$ cat src/rtl/uart_rx_byte.sv
// uart_rx_byte: 8-bit UART receiver. The serial line is passed through a
// 2-flop synchroniser. Each frame is sampled at mid-bit and delivered as a byte
// with a one-cycle rx_valid pulse. A frame whose stop bit is low is reported
// with a one-cycle frame_err pulse, and the receiver then waits for the line
// to return high.
// Optional feature macro: UART_RX_PARITY_EN. When it is defined, an even-parity
// bit is expected between the data bits and the stop bit. When it is not
// defined, the frame is 8N1 and parity_err is tied low.
module uart_rx_byte #(
  parameter int CLKS_PER_BIT = 868
) (
  input  logic       clk,
  input  logic       rst,
  input  logic       rx,
  output logic [7:0] rx_byte,
  output logic       rx_valid,
  output logic       frame_err,
  output logic       parity_err,
  output logic       busy
);

  localparam int HALF_BIT = CLKS_PER_BIT / 2;
  localparam int CNT_W    = $clog2(CLKS_PER_BIT);

  localparam logic [CNT_W-1:0] CNT_LAST = CNT_W'(CLKS_PER_BIT - 1);
  localparam logic [CNT_W-1:0] CNT_HALF = CNT_W'(HALF_BIT - 1);
  localparam logic [CNT_W-1:0] CNT_ONE  = CNT_W'(1);
  localparam logic [CNT_W-1:0] CNT_ZERO = CNT_W'(0);

  typedef enum logic [2:0] {
    ST_IDLE   = 3'd0,
    ST_START  = 3'd1,
    ST_DATA   = 3'd2,
    ST_PARITY = 3'd3,
    ST_STOP   = 3'd4,
    ST_BREAK  = 3'd5
  } state_t;

  logic [1:0]       rx_sync_q;
  logic             rx_s;
  state_t           state_q;
  logic [CNT_W-1:0] cnt_q;
  logic [2:0]       idx_q;
  logic [7:0]       shift_q;
  logic [7:0]       rx_byte_q;
  logic             rx_valid_q;
  logic             frame_err_q;
  // These flags record the stop-bit decision. The pulses they produce appear
  // one cycle later.
  logic             valid_pend_q;
  logic             ferr_pend_q;
  logic             perr_now_s;

`ifdef UART_RX_PARITY_EN
  logic             par_bad_q;
  logic             perr_pend_q;
  logic             parity_err_q;

  // A received word fails even parity when the XOR of its data and parity bits is 1.
  function automatic logic even_parity_fail(input logic [7:0] data, input logic par_bit);
    return ^{data, par_bit};
  endfunction

  assign perr_now_s = par_bad_q;
  assign parity_err = parity_err_q;
`else
  assign perr_now_s = 1'b0;
  assign parity_err = 1'b0;
`endif

  assign rx_s      = rx_sync_q[1];
  assign rx_byte   = rx_byte_q;
  assign rx_valid  = rx_valid_q;
  assign frame_err = frame_err_q;
  assign busy      = (state_q != ST_IDLE);

  // Bring the asynchronous rx pin into the clk domain. Both flops reset to the idle-high level.
  always_ff @(posedge clk or posedge rst) begin
    if (rst) begin
      rx_sync_q <= 2'b11;
    end else begin
      rx_sync_q <= {rx_sync_q[0], rx};
    end
  end

  // Receiver FSM: bit timing, data shifting, stop/parity checks and the registered output pulses.
  always_ff @(posedge clk or posedge rst) begin
    if (rst) begin
      state_q      <= ST_IDLE;
      cnt_q        <= CNT_ZERO;
      idx_q        <= 3'd0;
      shift_q      <= 8'h00;
      rx_byte_q    <= 8'h00;
      rx_valid_q   <= 1'b0;
      frame_err_q  <= 1'b0;
      valid_pend_q <= 1'b0;
      ferr_pend_q  <= 1'b0;
`ifdef UART_RX_PARITY_EN
      par_bad_q    <= 1'b0;
      perr_pend_q  <= 1'b0;
      parity_err_q <= 1'b0;
`endif
    end else begin
      // Each pulse lasts one cycle. It follows the pending flag that was set
      // on the previous cycle.
      rx_valid_q   <= valid_pend_q;
      frame_err_q  <= ferr_pend_q;
      valid_pend_q <= 1'b0;
      ferr_pend_q  <= 1'b0;
`ifdef UART_RX_PARITY_EN
      parity_err_q <= perr_pend_q;
      perr_pend_q  <= 1'b0;
`endif
      if (valid_pend_q) begin
        rx_byte_q <= shift_q;
      end else begin
        rx_byte_q <= rx_byte_q;
      end

      case (state_q)
        ST_IDLE: begin
          cnt_q <= CNT_ZERO;
          idx_q <= 3'd0;
          if (!rx_s) begin
            state_q <= ST_START;
          end else begin
            state_q <= ST_IDLE;
          end
        end

        ST_START: begin
          if (cnt_q == CNT_HALF) begin
            cnt_q <= CNT_ZERO;
            idx_q <= 3'd0;
            // If the line is high again at mid start bit, the low level was
            // only a glitch, so the frame is dropped.
            if (!rx_s) begin
              state_q <= ST_DATA;
            end else begin
              state_q <= ST_IDLE;
            end
          end else begin
            cnt_q <= cnt_q + CNT_ONE;
          end
        end

        ST_DATA: begin
          if (cnt_q == CNT_LAST) begin
            cnt_q   <= CNT_ZERO;
            shift_q <= {rx_s, shift_q[7:1]};
            if (idx_q == 3'd7) begin
              idx_q <= 3'd0;
`ifdef UART_RX_PARITY_EN
              state_q <= ST_PARITY;
`else
              state_q <= ST_STOP;
`endif
            end else begin
              idx_q <= idx_q + 3'd1;
            end
          end else begin
            cnt_q <= cnt_q + CNT_ONE;
          end
        end

`ifdef UART_RX_PARITY_EN
        ST_PARITY: begin
          if (cnt_q == CNT_LAST) begin
            cnt_q     <= CNT_ZERO;
            par_bad_q <= even_parity_fail(shift_q, rx_s);
            state_q   <= ST_STOP;
          end else begin
            cnt_q <= cnt_q + CNT_ONE;
          end
        end
`endif

        ST_STOP: begin
          if (cnt_q == CNT_LAST) begin
            cnt_q <= CNT_ZERO;
`ifdef UART_RX_PARITY_EN
            perr_pend_q <= perr_now_s;
`endif
            // The receiver returns to IDLE at mid stop bit, so the next start
            // edge can be accepted without any idle gap.
            if (rx_s) begin
              valid_pend_q <= ~perr_now_s;
              state_q      <= ST_IDLE;
            end else begin
              ferr_pend_q <= 1'b1;
              state_q     <= ST_BREAK;
            end
          end else begin
            cnt_q <= cnt_q + CNT_ONE;
          end
        end

        ST_BREAK: begin
          // A line held low reports one framing error and then waits here.
          cnt_q <= CNT_ZERO;
          if (rx_s) begin
            state_q <= ST_IDLE;
          end else begin
            state_q <= ST_BREAK;
          end
        end

        default: begin
          state_q <= ST_IDLE;
          cnt_q   <= CNT_ZERO;
          idx_q   <= 3'd0;
        end
      endcase
    end
  end

endmodule

$ cat config.mk
export PLATFORM = sky130hd
export DESIGN_NAME = uart_rx_byte
export DESIGN_NICKNAME = d
export VERILOG_FILES = /design/src/rtl/uart_rx_byte.sv
export SDC_FILE = /design/constraint.sdc
export NUM_CORES = 1
export LEC_CHECK = 0
export CAP_MARGIN = 0
export CORE_MARGIN = 2
export CORE_UTILIZATION = 45
export CTS_CLUSTER_SIZE = 16
export DETAILED_ROUTE_END_ITERATION = 8
export GPL_ROUTABILITY_DRIVEN = 0
export PLACE_DENSITY = 0.7
export SKIP_CTS_REPAIR_TIMING = 1
export SYNTH_ARGS = -nofsm -noshare
export SYNTH_HDL_FRONTEND = slang
export SYNTH_SLANG_ARGS = --single-unit
export TNS_END_PERCENT = 50
$ cat constraint.sdc
create_clock -name clk -period 2.33 [get_ports clk]
set_clock_uncertainty 0.05 [all_clocks]
set_input_delay 0.466 -clock clk [delete_from_list [all_inputs] [get_ports clk]]
set_output_delay 0.466 -clock clk [all_outputs]
set_load 0.1 [all_outputs]
==> impl_metrics.csv <==
group,metric,value,unit
drt,drt-initial-drc-count,75,
clock_network,clock_latency,0.28,ns
drt,wl_met3,96,µm
drt,ant_nets,0,
clock_network,cts_buffer_depth,2,
yosys,fp_nets,141,
grt,grt_pass1_vias,1088,
status,status,"finished clean",
drt,wl_met2,1.30,mm
final_layout,layout_top_cell,"dfrtp_1",
worst_hold_path,hold_path.class,"register to register",
worst_setup_path,critPathLaunchType,"register",
final_timing,tns,0,ns
final_layout,nonClkBufAreaFrac,0.0682,
drt,first_pass_iters,4,
die,rows,22,
drt,wl_per_cell,13.3,µm
final_layout,non_clock_buffer_count,17,
worst_setup_path,critPathBufInv,1,
worst_setup_path,path_max_fanout,11,
clock_network,clock_sinks,38,
grt,grt_max_degree,39,
final_layout,seq_area,953,µm²
die,die_area,4190,µm²
yosys,mux_share,0.108,
worst_setup_path,arrival,1.44,ns
worst_setup_path,slowest_delay,0.49,ns
yosys,top_cells_by_area,"dfrtp_1, mux2_2, nor3_1",
pwr,power_leader,"registers",
final_layout,postLayoutCoreUtil,0.539,
final_layout,largest_class,"flip-flops and latches",
yosys,ys_seq_share,0.574,
grt,grt_pass1_wl,4.82,mm
final_timing,hold-worst-slack,0.307,ns
final_layout,drive_gt1_frac,0.286,
die,die_w,64.8,µm
yosys,simple_gate_area_frac,0.163,
final_layout,clock_area_frac,0.0579,
worst_setup_path,slowest_stage,"dfrtp_1",
worst_setup_path,timing.rr.start,"cnt_q[0]",
pwr,pwr-share-comb,0.020,
final_layout,flops,38,
final_layout,sh_comb_area,0.343,
yosys,largest_area_cell,"dfrtp_1",
clock_network,h-tree-depth,2,
final_timing,slew_violations,0,
place,hpwl,1.88,mm
yosys,async_reset_ff_frac,1.00,
worst_setup_path,worstReg2RegEnd,"shift_q[0]",
grt,use_met1,0.194,
yosys,topCombFamilyByArea,"simple AND/OR/NAND/NOR gates",
pwr,power.share.clock,0.445,
yosys,ys_sh_xor,0.0422,
yosys,yosysUniqueCellTypes,36,
worst_hold_path,hold_start,"ferr_pend_q",
clock_network,cts_made_buffers,5,
pwr,powerDensity,639,nW/µm²
worst_setup_path,end_kind,"output pin",
pwr,leakagePower,0.913,nW
yosys,synth_top_cell_by_count,"dfrtp_1",
final_layout,n_multi_input_combinational_cell,87,
clock_network,path_clk_slew,0.08,ns
die,core,3610,µm²
yosys,synthAdderAreaFrac,0.0301,
final_timing,finalCritPeriodShare,0.838,
yosys,synthTopCellsByCount,"dfrtp_1, mux2_2, nor3_1",
final_timing,rsz0062_at_grt,"no",
clock_network,clock_tree.root_cell,"clkbuf_8",
worst_setup_path,worstSetupPathType,"register to output pin",
final_layout,regMostFlops,"cnt_q",
yosys,edf_count,0,
final_layout,nets,161,
worst_setup_path,crit_start,"state_q[0]",
pwr,pg_clk,0.000552,W
final_timing,hold_viol_final,0,
die,nWellTaps,48,
grt,use_met2,0.246,
worst_setup_path,cp.depth,2,
yosys,synth_area,1660,µm²
yosys,flop_cell,"dfrtp_1",
yosys,synth_warnings,0,
die,die_h,64.8,µm
yosys,synthAoiAreaFrac,0.0550,
final_layout,logic_area,667,µm²
worst_setup_path,cp.required,1.81,ns
yosys,avgSynthCellArea,12.4,µm²
drt,wl_met1,1.28,mm
place,dp_cells,195,
worst_setup_path,rrSetupSlack,0.44,ns
flow_run,log.warning_count,27,
drt,avgViaCountPerCell,5.30,
yosys,top_area_frac,0.542,
Cell outlines without signal wires:
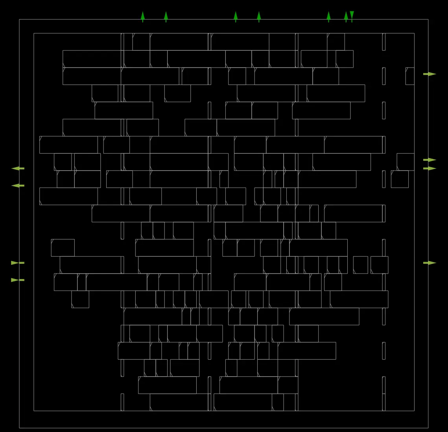
number of fill cells in the layout: 317
Post-Layout Cell Count: 202

Wires at chosen ports, followed through buffers:
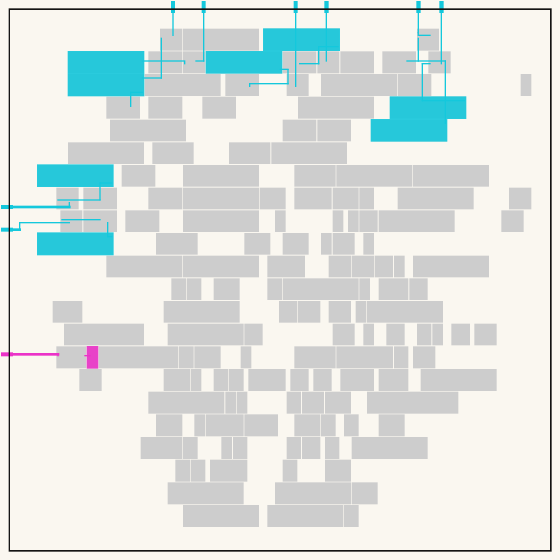
- rx_byte: cyan (bits 8; direction output; end cells 8; buffers 8; wire 120 µm)
- rst: magenta (bits 1; direction input; end cells 1; buffers 1; wire 6.10 µm)
Port-buffer cells: 13
I/O pin count: 15

Where the registers sit:
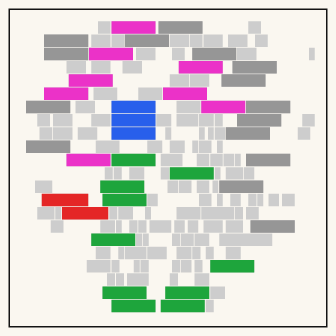
- rx_sync_q: red (sequential cells 2)
- cnt_q: green (sequential cells 10)
- shift_q: magenta (sequential cells 8)
- idx_q: blue (sequential cells 3)
P_seq: 0.000664 W
Seq area share: 0.490

Signal metal coverage by tile:
13 x 13 tiles, from black (low) to pale yellow (high), scaled to the fullest tile. Values are wire area over tile area, all layers added.
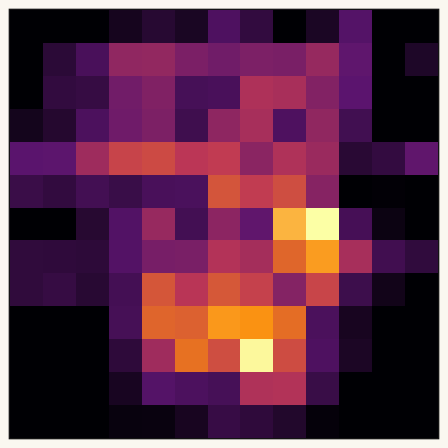
- fullest tile: 0.43
- tiles over half the peak: 14%
- nearly empty tiles: 25%
- emptiest ninth of the die: bottom left
- mean over tiles: 0.099
GRT Total Usage: 0.150
vias post-DR: 1,071

M3 wires:
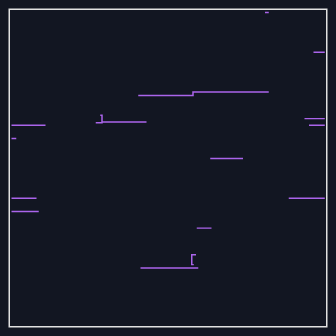
- longest straight run: 15.4 µm
- nets with wire on the layer: 14
- main direction: horizontal
WL final: 2.70 mm
GR met3 Demand/Resource: 0.0434

Power is estimated from default activity; no workload was simulated.
